Design rice_plane_sequencer, sky130hd; sources not shown.
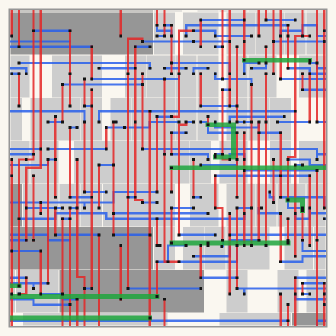
(images/zoom.png)
Region (59, 59) to (79, 79) um. Cells in grey, sequential cells in the stronger grey; small squares are vias.
Red shows met2. Green shows met3. Blue shows met1.
Most frequent: nand2_1 (19), nand3_1 (10). 52 logic cells have their middle in the window. Sequential cells in the window: 3.

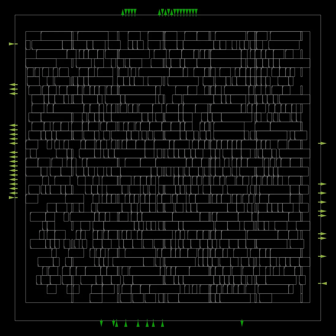
(images/final_placement.png)
area of the core: 6982 um^2
Rows: 30
fraction of area in registers: 18.85%

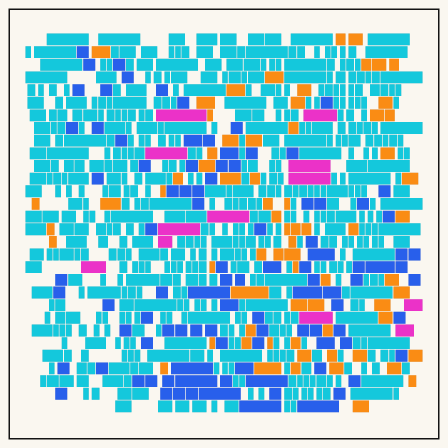
(images/drive_strength.png)
Magenta shows drive 6 and up, cells 12. Cyan shows drive 1 or less, cells 538. Orange shows drive 2, cells 69. Blue shows drive 3 to 4, cells 98.
Layout Area Growth over Synthesis: 37.02%
fin area: 5575 um^2

==> summary.txt <==
impl run done, here's what came out: final hold slack=480.6 ps, # DRC=0, number of nets in the finished design=between 700 and 800, global route overflow=0, part of the total power dissipated in sequential elements=a little under a fifth, post-detailed-route via-to-cell ratio=about 5.6, CP max stage delay=580 ps, result of the run=finished with violations, synthesized-area fraction occupied by adder cells=11.81%, total detailed-routing wirelength=about 13000 um, worst reg-to-reg path cell count=17, CTS Root Buffer Type=sky130_fd_sc_hd__clkbuf_16, final count of hold timing violations=0, Hold Crit Class=reg -> reg, combinational fraction of the cell area=between 50% and 60%, share of the core filled with cells in the final layout=between 70 and 80%, inverter count of the layout excluding clock inverters=80, max-slew violation total from the final report=0, number of well taps=roughly 96, data arrival time of the critical path=2500 ps, Buffers, non-clock=approximately 130, multi-input combinational gate total=approximately 460, horizontal die size=between 90 and 100 um, Latency at later pin=a little under 300 ps, synthesized instance count=588, count of placed standard cells including taps=796, number of endpoints failing setup at the final stage=1, number of cells on the worst hold path=2, area fraction in xor and xnor cells=around 3.2%, setup tns final=-18.23 ps, family with the most delay on the worst path=adder cells, series of cell instances along the critical path=buf_8 > ha_4 > inv_4 > fa_2 > nand2_2 > nor2_4 > nand3_2 > nand2_2 > nor2_4 > nor2_8 > nand3_4 > o21ai_2 > buf_6, Basic Gates by Area=between 30% and 40%, Worst Max-Slew Pin Slew=between 900 and 1000 ps, Main logic family=simple AND/OR/NAND/NOR gates, largest driver fanout on the critical path=8, clock period minus final worst setup slack=slightly above 3000 ps, antenna cell count=0, area fraction in compound gates=between 10% and 20%, post-layout period usage=100.6%, dominant kind of cell=combinational gates, top cells by count=152 x sky130_fd_sc_hd__nand2_1, 74 x sky130_fd_sc_hd__inv_1, 64 x sky130_fd_sc_hd__nand3_1, die span in y=approximately 90 um, GRT Overall Usage=between 20% and 30%, most used flip-flop cell after synthesis=sky130_fd_sc_hd__dfrtp_1, slew margin rel.=between 30% and 40%, register-to-register path setup slack=about 360 ps, number of buffers and inverters on the critical path=3, power density over cell area=~860 nW/um^2, total CTS buffers=5, pin count of the biggest net entering global routing=roughly 43, logic area=roughly 2800 um^2, area post-placement=~5200 um^2, leakage power total=~2.9 nW, dominant logic cell type in the layout=sky130_fd_sc_hd__nand2_1, clock sink total=roughly 42, register area=~1100 um^2, Critical Path Source Type=input pin, CTS Buffer Depth=2, RD Place Congestion=~0.94, total number of warnings across the stage logs=31, Int Power=0.002463 W, overall power of the completed layout=~0.0048 W, Post-synth ARST share=100.0%, cell count in the Yosys report=588, synthesized chip area reported by yosys=a little over 4000 um^2, violations in the final reports=setup timing, netlist area before placement=4069 um^2, setup skew after layout=6.873 ps, worst IR drop on VDD=0.0005523 V, total net switching power=roughly 0.0023 W, number of warnings reported in the yosys synthesis log=0, number of enable flip-flop cells=0, switching portion of total power=48.66%, slowest cell on the critical path=sky130_fd_sc_hd__fa_2, crit path setup slack, layout=-18.23 ps, vias in the first global route=4395, Hold Buf Count CTS=0, Seq share, synth=25.83%, commonest cells after routing, fill and taps aside=147 x sky130_fd_sc_hd__nand2_1, 80 x sky130_fd_sc_hd__buf_4, 71 x sky130_fd_sc_hd__inv_1, combinational share of power=about 68%, post-route ant nets=0, area of the die=between 8000 and 9000 um^2, number of antenna violations at the first check in global routing=0, number of storage elements in the synthesis netlist=42, CTS H-tree lvls=2, Synth area leader=sky130_fd_sc_hd__dfrtp_1, clock slew seen by the registers of the worst setup and hold paths=60 ps
==> power by group through the flow <==
stage	combinational (W)	clock, W	sequential, W
after floorplan	0.00200	0	0.000960
after global placement	0.00305	0	0.000902
after detailed placement	0.00312	0	0.000913
after CTS	0.00318	0.000615	0.000910
after global routing	0.00359	0.000633	0.000940
final	0.00327	0.000616	0.000916
==> repair_timing <==
item	CTS	global route
cloned	1	0
endpoints found under the hold margin	0	0
setup buffers	3	5
resized	71	38
setup endpoints to repair	15	15
pin swaps	6	17
==> layer usage <==
metal,vias to the layer above,share of wire (%),global-route usage (%)
li1,2188,-,-
met1,2118,41,36.15
met2,192,49,50.91
met3,41,6.3,4.594
met4,0,3.3,10.77
met5,-,0,0
Power figures rest on the tool's default switching activity, not on a simulated workload.
